Layout detail:
Region (79, 16) to (109, 46) um. Cells in grey, sequential cells in the stronger grey; small squares are vias.
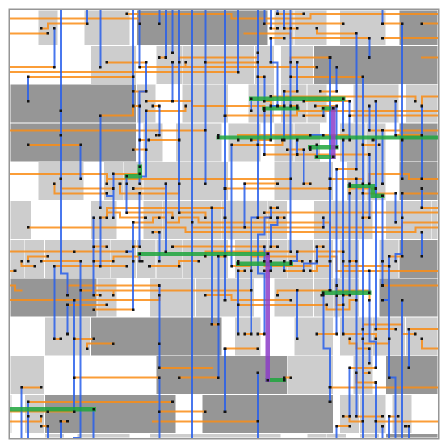
Clock wiring as the flow saved it:
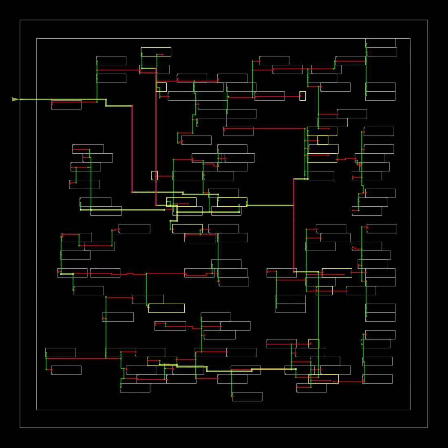
Clock wires, drivers and flops:
Scale bar: 50 um.
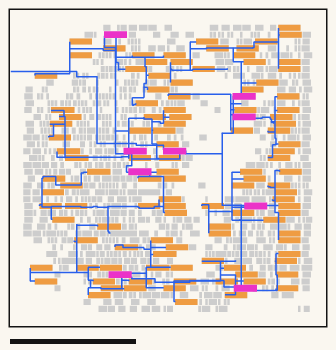
### config.mk
export PLATFORM = sky130hd
export DESIGN_NAME = fetch_pc_unit_flat
export DESIGN_NICKNAME = d
export VERILOG_FILES = /design/src/rtl/fetch_pc_unit_if.sv /design/src/rtl/fetch_pc_unit.sv /design/src/flat_wrapper.sv
export SDC_FILE = /design/constraint.sdc
export NUM_CORES = 1
export LEC_CHECK = 0
export ABC_AREA = 1
export CAP_MARGIN = 20
export CORE_MARGIN = 5
export CORE_UTILIZATION = 42
export CTS_CLUSTER_DIAMETER = 30
export DETAILED_ROUTE_END_ITERATION = 7
export GPL_TIMING_DRIVEN = 0
export PLACE_DENSITY = 0.86
export RECOVER_POWER = 100
export SLEW_MARGIN = 10
export SYNTH_ARGS = -nofsm -noshare
export SYNTH_HDL_FRONTEND = slang
export SYNTH_SLANG_ARGS = --single-unit
export TNS_END_PERCENT = 10
### constraint.sdc
create_clock -name clk -period 1.5 [get_ports clk]
set_input_delay 0.225 -clock clk [delete_from_list [all_inputs] [get_ports clk]]
set_output_delay 0.225 -clock clk [all_outputs]
set_load 0.01 [all_outputs]
### src/rtl/fetch_pc_unit_if.sv
// ============================================================================
// Module      : fetch_pc_unit_if
// Description : Fetch address / instruction word link between the PC
//               sequencer (master) and instruction memory (slave).
// Revision    : 1.0 - initial release
// ============================================================================
`default_nettype none

interface fetch_pc_unit_if;
    logic [31:0] pc;
    logic [31:0] inp_instn;

    modport master (output pc, input inp_instn);
    modport slave  (input pc, output inp_instn);
endinterface

`default_nettype wire

### src/rtl/fetch_pc_unit.sv
// ============================================================================
// Module      : fetch_pc_unit
// Description : IF-stage program-counter sequencer with IF/ID register,
//               stall hold, branch redirect and optional END_PC halt
//               (enabled by defining FETCH_HALT_EN).
// Revision    : 1.0 - initial release
// ============================================================================
`default_nettype none

module fetch_pc_unit #(
    parameter logic [31:0] RESET_PC = 32'd0,
    parameter logic [31:0] END_PC   = 32'd28
) (
    input  wire logic           clk,
    input  wire logic           reset,
    input  wire logic           stall_flag,
    input  wire logic           branch_taken,
    input  wire logic [31:0]    branch_target,
    fetch_pc_unit_if.master     mem,
    output logic [31:0]         if_id_instn,
    output logic [31:0]         if_id_pc,
    output logic                if_id_valid,
    output logic [15:0]         fetch_count,
    output logic                misalign_err,
    output logic                halt
);

    typedef enum logic [1:0] {
        S_IDLE  = 2'd0,
        S_RUN   = 2'd1,
        S_STALL = 2'd2
`ifdef FETCH_HALT_EN
        , S_HALT = 2'd3
`endif
    } state_t;

    state_t      r_state;
    state_t      w_state_nxt;
    logic [31:0] r_pc;
    logic [31:0] w_pc_nxt;
    logic [31:0] r_instn;
    logic [31:0] w_instn_nxt;
    logic [31:0] r_ifpc;
    logic [31:0] w_ifpc_nxt;
    logic        r_valid;
    logic        w_valid_nxt;
    logic [15:0] r_count;
    logic [15:0] w_count_nxt;
    logic        r_misalign;
    logic        w_misalign_nxt;

`ifdef FETCH_HALT_EN
    wire logic w_at_end = (r_pc == END_PC);
`else
    wire logic w_unused_at_end = (r_pc == END_PC);
`endif

    always_ff @(posedge clk or negedge reset) begin
        if (!reset) begin
            r_state    <= S_IDLE;
            r_pc       <= RESET_PC;
            r_instn    <= 32'd0;
            r_ifpc     <= 32'd0;
            r_valid    <= 1'b0;
            r_count    <= 16'd0;
            r_misalign <= 1'b0;
        end else begin
            r_state    <= w_state_nxt;
            r_pc       <= w_pc_nxt;
            r_instn    <= w_instn_nxt;
            r_ifpc     <= w_ifpc_nxt;
            r_valid    <= w_valid_nxt;
            r_count    <= w_count_nxt;
            r_misalign <= w_misalign_nxt;
        end
    end

    always_comb begin
        w_state_nxt    = r_state;
        w_pc_nxt       = r_pc;
        w_instn_nxt    = r_instn;
        w_ifpc_nxt     = r_ifpc;
        w_valid_nxt    = r_valid;
        w_count_nxt    = r_count;
        w_misalign_nxt = r_misalign;

        case (r_state)
            // Memory needs one cycle to settle on RESET_PC before capture.
            S_IDLE: w_state_nxt = S_RUN;

            S_RUN, S_STALL: begin
                if (branch_taken) begin
                    w_pc_nxt    = {branch_target[31:2], 2'b00};
                    w_valid_nxt = 1'b0;
                    if (branch_target[1:0] != 2'b00) begin
                        w_misalign_nxt = 1'b1;
                    end
                    w_state_nxt = S_RUN;
                end else if (stall_flag) begin
                    w_state_nxt = S_STALL;
`ifdef FETCH_HALT_EN
                end else if (w_at_end) begin
                    w_valid_nxt = 1'b0;
                    w_state_nxt = S_HALT;
`endif
                end else begin
                    w_instn_nxt = mem.inp_instn;
                    w_ifpc_nxt  = r_pc;
                    w_valid_nxt = 1'b1;
                    w_count_nxt = r_count + 16'd1;
                    w_pc_nxt    = r_pc + 32'd4;
                    w_state_nxt = S_RUN;
                end
            end

`ifdef FETCH_HALT_EN
            S_HALT: w_valid_nxt = 1'b0;
`endif

            default: w_state_nxt = S_IDLE;
        endcase
    end

    assign mem.pc       = r_pc;
    assign if_id_instn  = r_instn;
    assign if_id_pc     = r_ifpc;
    assign if_id_valid  = r_valid;
    assign fetch_count  = r_count;
    assign misalign_err = r_misalign;

`ifdef FETCH_HALT_EN
    assign halt = (r_state == S_HALT);
`else
    assign halt = 1'b0;
`endif

endmodule

`default_nettype wire

### src/flat_wrapper.sv
// flat-port wrapper written by rule: the top's interface ports become plain ports
module fetch_pc_unit_flat 
#(
    parameter logic [31:0] RESET_PC = 32'd0,
    parameter logic [31:0] END_PC   = 32'd28
)
  (clk, reset, stall_flag, branch_taken, branch_target, if_id_instn, if_id_pc, if_id_valid, fetch_count, misalign_err, halt, mem_pc, mem_inp_instn);
  fetch_pc_unit_if mem_i ();
  input  wire logic clk;
  input  wire logic reset;
  input  wire logic stall_flag;
  input  wire logic branch_taken;
  input  wire logic [31:0] branch_target;
  output logic [31:0] if_id_instn;
  output logic [31:0] if_id_pc;
  output logic if_id_valid;
  output logic [15:0] fetch_count;
  output logic misalign_err;
  output logic halt;
  output wire logic [$bits(mem_i.pc)-1:0] mem_pc;
  input wire logic [$bits(mem_i.inp_instn)-1:0] mem_inp_instn;
  assign mem_pc = mem_i.pc;
  assign mem_i.inp_instn = mem_inp_instn;
  fetch_pc_unit #(.RESET_PC(RESET_PC), .END_PC(END_PC)) u_core (.clk(clk), .reset(reset), .stall_flag(stall_flag), .branch_taken(branch_taken), .branch_target(branch_target), .mem(mem_i), .if_id_instn(if_id_instn), .if_id_pc(if_id_pc), .if_id_valid(if_id_valid), .fetch_count(fetch_count), .misalign_err(misalign_err), .halt(halt));
endmodule
==> impl_summary.log <==
[flow] collecting metrics
INFO  metric finalSetupViolCount = 96
INFO  metric worst-endpoint-required = 1.78 ns
INFO  metric seq_area_frac = 0.341
INFO  metric final-nonclk-buf-share = 0.256
INFO  metric cp_cell_sequence = inv_2, ha_4, inv_2, nor2_4, nand2_4, nor3_4, nand2_2, nor2_2, xor2_1
INFO  metric synth-cells-yosys = 733
INFO  metric top_power_group = combinational logic
INFO  metric vias_per_cell = 4.97
INFO  metric timing.final.ws_setup = -0.175 ns
INFO  metric top_usage_layer = met2
INFO  metric unrepaired_setup_endpoints_after_global_routing = true
INFO  metric tool_warnings = 30
INFO  metric last_weighted_congestion_value_of_the_routability_driven_placer = 0.926
INFO  metric antenna_found_initial = 0
INFO  metric hpwlAfterDp = 13000 um
INFO  metric seq_cell_power = 5.55 mW
INFO  metric nNonClkInverters = 63
INFO  metric initial_drc_count = 542
INFO  metric buffers_excl_clock = 232
INFO  metric final_layout_top_logic_cells = sky130_fd_sc_hd__nand2_1, sky130_fd_sc_hd__dfrtp_1, sky130_fd_sc_hd__clkdlybuf4s50_1
INFO  metric die_height = 125 um
INFO  metric grt_first_pass_wirelength = 27100 um
INFO  metric yosys-top-cells-count = sky130_fd_sc_hd__nand2_1, sky130_fd_sc_hd__dfrtp_1, sky130_fd_sc_hd__nor2_1, sky130_fd_sc_hd__inv_1, sky130_fd_sc_hd__o21ai_0
INFO  metric timing.slew.headroom = 0.615
INFO  metric yosys.area_share.adder = 0.00895
INFO  metric wl_met3 = 1390 um
INFO  metric worstHoldPathType = in -> async
INFO  metric multi_input_comb_cells = 532
INFO  metric share_comb_of_total_power = 0.479
INFO  metric hold_viol = 0
INFO  metric yosys-top-cells-area = sky130_fd_sc_hd__dfrtp_1, sky130_fd_sc_hd__nand2_1, sky130_fd_sc_hd__nor2_1
INFO  metric maxCapViolations = 0
INFO  metric cts.path.max_buffers = 2
INFO  metric numPlacedInstances = 1091
INFO  metric fin_util = 0.628
INFO  metric filler_cell_count = 1124
INFO  metric crit_arrival = 1.95 ns
INFO  metric finalPower = 15.4 mW
INFO  metric fraction_of_registers_with_async_set_or_reset_after_synthesis = 1.00
INFO  metric wl_met2 = 8640 um
INFO  metric cts.reportedPaths.clkPinSlew = 0.08 ns
INFO  metric rows = 42
INFO  metric timing.reg2reg.worst_path_depth = 9
INFO  metric drt-wirelength-per-cell = 15.8 um
INFO  metric nFlopsAndLatches = 112
INFO  metric vdd_drop_max = 0.974 mV
INFO  metric violations = negative setup slack
INFO  metric globalRouteOverflowTotal = 0
INFO  metric cts_resized = 115
INFO  metric synth_top_flop_cell = sky130_fd_sc_hd__dfrtp_1
INFO  metric outcome = finished, violations left
INFO  metric pwr_density_cell = 1870 mW/mm2
INFO  metric pwr-share-clk = 0.161
INFO  metric setup.worst_path.start_class = register
INFO  metric firstDrtPassIters = 5
INFO  metric ys_sh_xor = 0.0204
INFO  metric crit_path_end_kind = register
INFO  metric syn-instance-count = 733
INFO  metric n_clock_buffer = 10
INFO  metric p_int = 8.92 mW
INFO  metric synth.ff_latch_count = 112
INFO  metric timing.hold.ws = 0.345 ns
INFO  metric wire_length_the_detailed_router_placed_on_met1 = 7500 um
INFO  metric synth.cellmix.simpleShare = 0.325
INFO  metric seqPwrFrac = 0.360
INFO  metric layout_top_cell_excl_fill_tap = sky130_fd_sc_hd__nand2_1
INFO  metric die_area = 0.0157 mm2
INFO  metric timing_worst_slew_pin_value = 0.577 ns
INFO  metric routed_via_count = 5616
INFO  metric max_freq = 597 MHz
INFO  metric post_synth_num_cell_types = 30
INFO  metric top_layer_used = met4
INFO  metric reg2reg_from = u_core.r_state[0]
INFO  metric critical_path.endpoint = u_core.fetch_count[11]
INFO  metric top_cell = sky130_fd_sc_hd__nand2_1
INFO  metric clkSinkCount = 112
INFO  metric cts_hold_buffers = 1
INFO  metric comb-power = 7.38 mW
INFO  metric yosys-dominant-comb-family = simple AND/OR/NAND/NOR gates
INFO  metric period_used_share = 1.12
INFO  metric final_tally_of_max_slew_violations = 0
INFO  metric synth.yosys.chip_area = 0.00559 mm2
INFO  metric final_layout_size_suffix_gt1_frac = 0.148
INFO  metric rr_endpoint = u_core.fetch_count[11]
INFO  metric timing.critical_path.mode_cell = sky130_fd_sc_hd__inv_2
Back to the opening pictures, 'layout detail':
Orange shows met1. Blue shows met2. Purple shows met4. Green shows met3.
Most frequent: nand2_1 (16), dfrtp_1 (9), inv_1 (7). Sequential cells in the window: 9. 79 logic cells have their middle in the window. Netlist names of flops here include u_core.fetch_count (8), u_core.if_id_instn (1).

Back to the opening pictures, 'clock wiring as the flow saved it':
worst-case clock skew: 0.0103 ns
worst skew pair latency: 0.36 ns
clock distribution power: 2.48 mW
CTS Buf Count: 9

Back to the opening pictures, 'clock wires, drivers and flops':
Orange shows flip-flops, count 112. Magenta shows cells driving clock nets, count 9. Blue shows clock wires, length 1350 um.
There are 10 routed clock nets.

Power is estimated from default activity; no workload was simulated.
